Fig. 1: power grid
(2 px per um) Pins as bars on the die edge. Tap cells in grey.
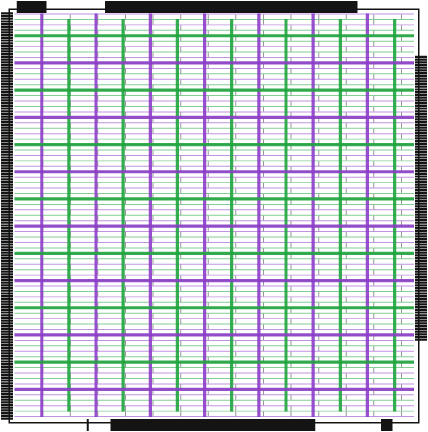
Fig. 2: M2 wires
(1.5 px per um)
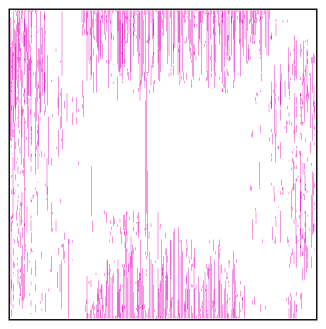
Fig. 3: signal wires by layer
(2 px per um)
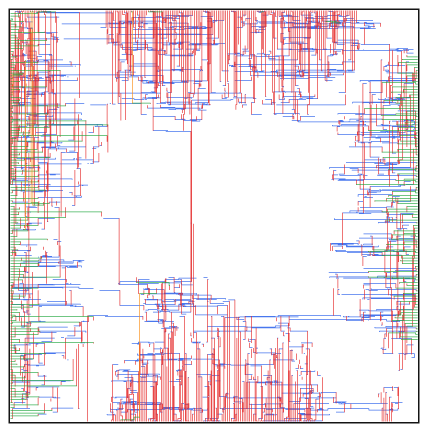
Fig. 4: the clock network
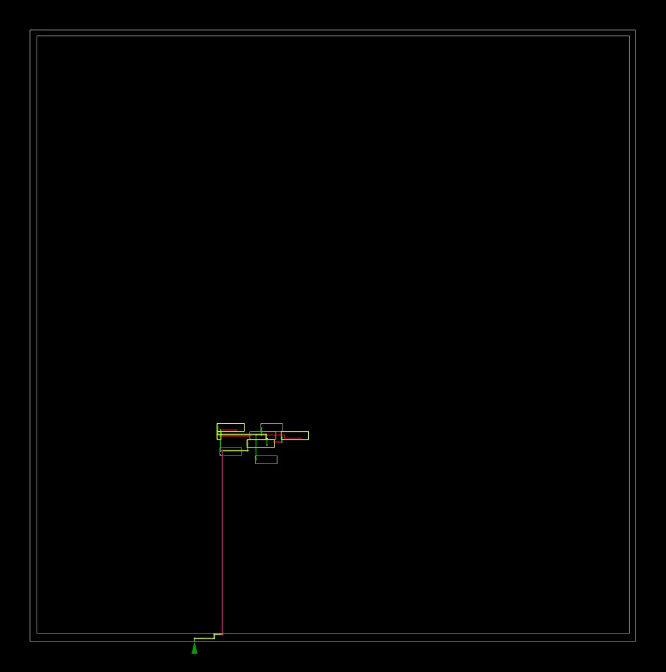
$ cat config.mk
export PLATFORM = sky130hd
export DESIGN_NAME = mem_port_arbiter_flat
export DESIGN_NICKNAME = d
export VERILOG_FILES = /design/src/rtl/mem_arb_pkg.sv /design/src/rtl/mem_port_arbiter_if.sv /design/src/rtl/mem_port_arbiter_mux2.sv /design/src/rtl/mem_port_arbiter.sv /design/src/flat_wrapper.sv
export SDC_FILE = /design/constraint.sdc
export NUM_CORES = 1
export LEC_CHECK = 0
export ABC_CLOCK_PERIOD_IN_PS = 3200
export CORE_AREA = 2 2 202 204
export CTS_CLUSTER_DIAMETER = 200
export CTS_CLUSTER_SIZE = 8
export DETAILED_ROUTE_END_ITERATION = 10
export DIE_AREA = 0 0 204 206
export GPL_ROUTABILITY_DRIVEN = 0
export HOLD_SLACK_MARGIN = 0.1
export PLACE_DENSITY_LB_ADDON = 0.08
export RECOVER_POWER = 100
export SYNTH_ARGS = -nofsm -noshare
export SYNTH_HDL_FRONTEND = slang
export SYNTH_SLANG_ARGS = --single-unit
$ cat constraint.sdc
create_clock -name clk -period 3.2 [get_ports clk]
set_input_delay 0.64 -clock clk [delete_from_list [all_inputs] [get_ports clk]]
set_output_delay 0.64 -clock clk [all_outputs]
set_load 0.05 [all_outputs]
$ cat src/rtl/mem_arb_pkg.sv
// Shared types and constants for the two-requester memory port arbiter.
package mem_arb_pkg;

    localparam int ARB_DATA_W = 64;

    localparam logic REQ_IF   = 1'b0;
    localparam logic REQ_DATA = 1'b1;

    typedef enum logic [1:0] {
        ARB_IDLE,
        ARB_ISSUE,
        ARB_WAIT
    } arb_state_t;

endpackage

$ cat src/rtl/mem_port_arbiter_if.sv
// Requester and memory-port signal bundle for mem_port_arbiter.
// slave = arbiter side, master = requesters plus memory.
interface mem_port_arbiter_if;

    logic                                req0, req1;
    logic [mem_arb_pkg::ARB_DATA_W-1:0]  addr0, addr1;
    logic [mem_arb_pkg::ARB_DATA_W-1:0]  wdata0, wdata1;
    logic                                we0, we1;
    logic                                gnt0, gnt1;
    logic                                rvalid0, rvalid1;
    logic [mem_arb_pkg::ARB_DATA_W-1:0]  rdata;

    logic                                mem_valid;
    logic                                mem_ready;
    logic [mem_arb_pkg::ARB_DATA_W-1:0]  mem_addr, mem_wdata;
    logic                                mem_we;
    logic                                mem_rvalid;
    logic [mem_arb_pkg::ARB_DATA_W-1:0]  mem_rdata;

    modport slave (
        input  req0, req1, addr0, addr1, wdata0, wdata1, we0, we1,
        output gnt0, gnt1, rvalid0, rvalid1, rdata,
        output mem_valid, mem_addr, mem_wdata, mem_we,
        input  mem_ready, mem_rvalid, mem_rdata
    );

    modport master (
        output req0, req1, addr0, addr1, wdata0, wdata1, we0, we1,
        input  gnt0, gnt1, rvalid0, rvalid1, rdata,
        input  mem_valid, mem_addr, mem_wdata, mem_we,
        output mem_ready, mem_rvalid, mem_rdata
    );

endinterface

$ cat src/rtl/mem_port_arbiter_mux2.sv
// 64-bit 2:1 steering mux used for the memory port payload.
module mux2
    import mem_arb_pkg::*;
(
    input  logic                  sel,
    input  logic [ARB_DATA_W-1:0] a,
    input  logic [ARB_DATA_W-1:0] b,
    output logic [ARB_DATA_W-1:0] y
);

    assign y = sel ? b : a;

endmodule

$ cat src/rtl/mem_port_arbiter.sv
// Two-requester arbiter/sequencer for the shared 64-bit memory port.
// Define MEM_ARB_FIXED_PRIO_EN to give requester 1 fixed priority instead of round-robin.
module mem_port_arbiter
    import mem_arb_pkg::*;
(
    input  logic            clk,
    input  logic            reset,
    mem_port_arbiter_if.slave bus
);

    arb_state_t             state, state_nxt;
    logic                   owner, owner_nxt;
    logic                   winner;
    logic                   any_req;
    logic [ARB_DATA_W-1:0]  addr_sel, wdata_sel;

    assign any_req = bus.req0 | bus.req1;

`ifdef MEM_ARB_FIXED_PRIO_EN
    assign winner = bus.req1;
`else
    logic last;

    // Ties go to the requester that was not accepted most recently.
    assign winner = (bus.req0 & bus.req1) ? ~last : bus.req1;

    always_ff @(posedge clk) begin
        if (reset)
            last <= REQ_DATA;
        else if (state == ARB_ISSUE && bus.mem_ready)
            last <= owner;
    end
`endif

    // NOTE: state registers use non-blocking assignments so every flop samples pre-edge values.
    always_ff @(posedge clk) begin
        if (reset) begin
            state <= ARB_IDLE;
            owner <= REQ_IF;
        end else begin
            state <= state_nxt;
            owner <= owner_nxt;
        end
    end

    // NOTE: every output of this block is defaulted first so no path infers a latch.
    always_comb begin
        state_nxt     = state;
        owner_nxt     = owner;
        bus.mem_valid = 1'b0;
        bus.gnt0      = 1'b0;
        bus.gnt1      = 1'b0;
        bus.rvalid0   = 1'b0;
        bus.rvalid1   = 1'b0;
        bus.rdata     = '0;

        case (state)
            ARB_IDLE: begin
                if (any_req) begin
                    state_nxt = ARB_ISSUE;
                    owner_nxt = winner;
                end
            end
            ARB_ISSUE: begin
                bus.mem_valid = 1'b1;
                if (bus.mem_ready) begin
                    bus.gnt0  = (owner == REQ_IF);
                    bus.gnt1  = (owner == REQ_DATA);
                    state_nxt = ARB_WAIT;
                end
            end
            ARB_WAIT: begin
                // Response and re-arbitration share one edge, so back-to-back issue has no bubble.
                if (bus.mem_rvalid) begin
                    bus.rvalid0 = (owner == REQ_IF);
                    bus.rvalid1 = (owner == REQ_DATA);
                    bus.rdata   = bus.mem_rdata;
                    if (any_req) begin
                        state_nxt = ARB_ISSUE;
                        owner_nxt = winner;
                    end else begin
                        state_nxt = ARB_IDLE;
                    end
                end
            end
            default: state_nxt = ARB_IDLE;
        endcase
    end

    mux2 u_addr_mux (
        .sel (owner),
        .a   (bus.addr0),
        .b   (bus.addr1),
        .y   (addr_sel)
    );

    mux2 u_wdata_mux (
        .sel (owner),
        .a   (bus.wdata0),
        .b   (bus.wdata1),
        .y   (wdata_sel)
    );

    assign bus.mem_addr  = (state == ARB_ISSUE) ? addr_sel  : '0;
    assign bus.mem_wdata = (state == ARB_ISSUE) ? wdata_sel : '0;
    assign bus.mem_we    = (state == ARB_ISSUE) & (owner ? bus.we1 : bus.we0);

endmodule

$ cat src/flat_wrapper.sv
// flat-port wrapper written by rule: the top's interface ports become plain ports
module mem_port_arbiter_flat import mem_arb_pkg::*;
  (clk, reset, bus_req0, bus_req1, bus_addr0, bus_addr1, bus_wdata0, bus_wdata1, bus_we0, bus_we1, bus_gnt0, bus_gnt1, bus_rvalid0, bus_rvalid1, bus_rdata, bus_mem_valid, bus_mem_addr, bus_mem_wdata, bus_mem_we, bus_mem_ready, bus_mem_rvalid, bus_mem_rdata);
  mem_port_arbiter_if bus_i ();
  input  logic clk;
  input  logic reset;
  input wire logic [$bits(bus_i.req0)-1:0] bus_req0;
  input wire logic [$bits(bus_i.req1)-1:0] bus_req1;
  input wire logic [$bits(bus_i.addr0)-1:0] bus_addr0;
  input wire logic [$bits(bus_i.addr1)-1:0] bus_addr1;
  input wire logic [$bits(bus_i.wdata0)-1:0] bus_wdata0;
  input wire logic [$bits(bus_i.wdata1)-1:0] bus_wdata1;
  input wire logic [$bits(bus_i.we0)-1:0] bus_we0;
  input wire logic [$bits(bus_i.we1)-1:0] bus_we1;
  output wire logic [$bits(bus_i.gnt0)-1:0] bus_gnt0;
  output wire logic [$bits(bus_i.gnt1)-1:0] bus_gnt1;
  output wire logic [$bits(bus_i.rvalid0)-1:0] bus_rvalid0;
  output wire logic [$bits(bus_i.rvalid1)-1:0] bus_rvalid1;
  output wire logic [$bits(bus_i.rdata)-1:0] bus_rdata;
  output wire logic [$bits(bus_i.mem_valid)-1:0] bus_mem_valid;
  output wire logic [$bits(bus_i.mem_addr)-1:0] bus_mem_addr;
  output wire logic [$bits(bus_i.mem_wdata)-1:0] bus_mem_wdata;
  output wire logic [$bits(bus_i.mem_we)-1:0] bus_mem_we;
  input wire logic [$bits(bus_i.mem_ready)-1:0] bus_mem_ready;
  input wire logic [$bits(bus_i.mem_rvalid)-1:0] bus_mem_rvalid;
  input wire logic [$bits(bus_i.mem_rdata)-1:0] bus_mem_rdata;
  assign bus_i.req0 = bus_req0;
  assign bus_i.req1 = bus_req1;
  assign bus_i.addr0 = bus_addr0;
  assign bus_i.addr1 = bus_addr1;
  assign bus_i.wdata0 = bus_wdata0;
  assign bus_i.wdata1 = bus_wdata1;
  assign bus_i.we0 = bus_we0;
  assign bus_i.we1 = bus_we1;
  assign bus_gnt0 = bus_i.gnt0;
  assign bus_gnt1 = bus_i.gnt1;
  assign bus_rvalid0 = bus_i.rvalid0;
  assign bus_rvalid1 = bus_i.rvalid1;
  assign bus_rdata = bus_i.rdata;
  assign bus_mem_valid = bus_i.mem_valid;
  assign bus_mem_addr = bus_i.mem_addr;
  assign bus_mem_wdata = bus_i.mem_wdata;
  assign bus_mem_we = bus_i.mem_we;
  assign bus_i.mem_ready = bus_mem_ready;
  assign bus_i.mem_rvalid = bus_mem_rvalid;
  assign bus_i.mem_rdata = bus_mem_rdata;
  mem_port_arbiter u_core (.clk(clk), .reset(reset), .bus(bus_i));
endmodule
==> impl_metrics.env <==
# implementation run metrics
export IMPL_clock_skew_final_ps=1.903
export IMPL_largest_register_ff_count=2
export IMPL_tritoncts_clock_tree="yes"
export IMPL_vias_post_dr=4601
export IMPL_topCombFamilyByArea="multiplexers"
export IMPL_run_status="finished, final reports clean"
export IMPL_flop_count=4
export IMPL_worst_relative_slew_slack=0.5120
export IMPL_p_comb_w=0.00181
export IMPL_syn_to_final_growth_pct=220.6
export IMPL_synth_top_cells_by_area="sky130_fd_sc_hd__mux2i_1, sky130_fd_sc_hd__nor2_1, sky130_fd_sc_hd__and2_1"
export IMPL_grt_setup_unrepaired="false"
export IMPL_hold_path_class="reg2reg"
export IMPL_synthTopCellsByCount="sky130_fd_sc_hd__mux2i_1, sky130_fd_sc_hd__nor2_1, sky130_fd_sc_hd__and2_1"
export IMPL_crit_path_cell_trace="nand2b_4 > buf_4 > nor2_1 > dlygate4sd3_1"
export IMPL_mostFrequentLayoutCells="sky130_fd_sc_hd__clkdlybuf4s50_1, sky130_fd_sc_hd__mux2i_1, sky130_fd_sc_hd__nor2_1"
export IMPL_cycle_use_final=0.9333
export IMPL_fillerInstances=4436
export IMPL_die_w_um=204
export IMPL_critical_path_class="reg2out"
export IMPL_antennaDiodeCount=0
export IMPL_nonClockBufferCount=540
export IMPL_cp_top_family="buffers and inverters"
Notes on Fig. 1 above:
legend:
  VSS:
    colour: purple
  VDD:
    colour: green
met5 straps: 14
signal pins: 526
met4 straps: 14
tap cells: 532
rows: 74

Notes on Fig. 2 above:
longest straight run: 95.2 um
share of all routed wire: 54%
main direction: vertical
nets with wire on the layer: 1023
wire length on this layer: 12500 um

Notes on Fig. 3 above:
legend:
  met3:
    colour: green
    wire_length: 2470 um
  met4:
    colour: orange
    wire_length: 394 um
  met1:
    colour: blue
    wire_length: 7990 um
  met2:
    colour: red
    wire_length: 12500 um

Notes on Fig. 4 above:
Clock buffer cells: 4
number of CTS-inserted buffers: 3
worst skew pair latency: 220 ps

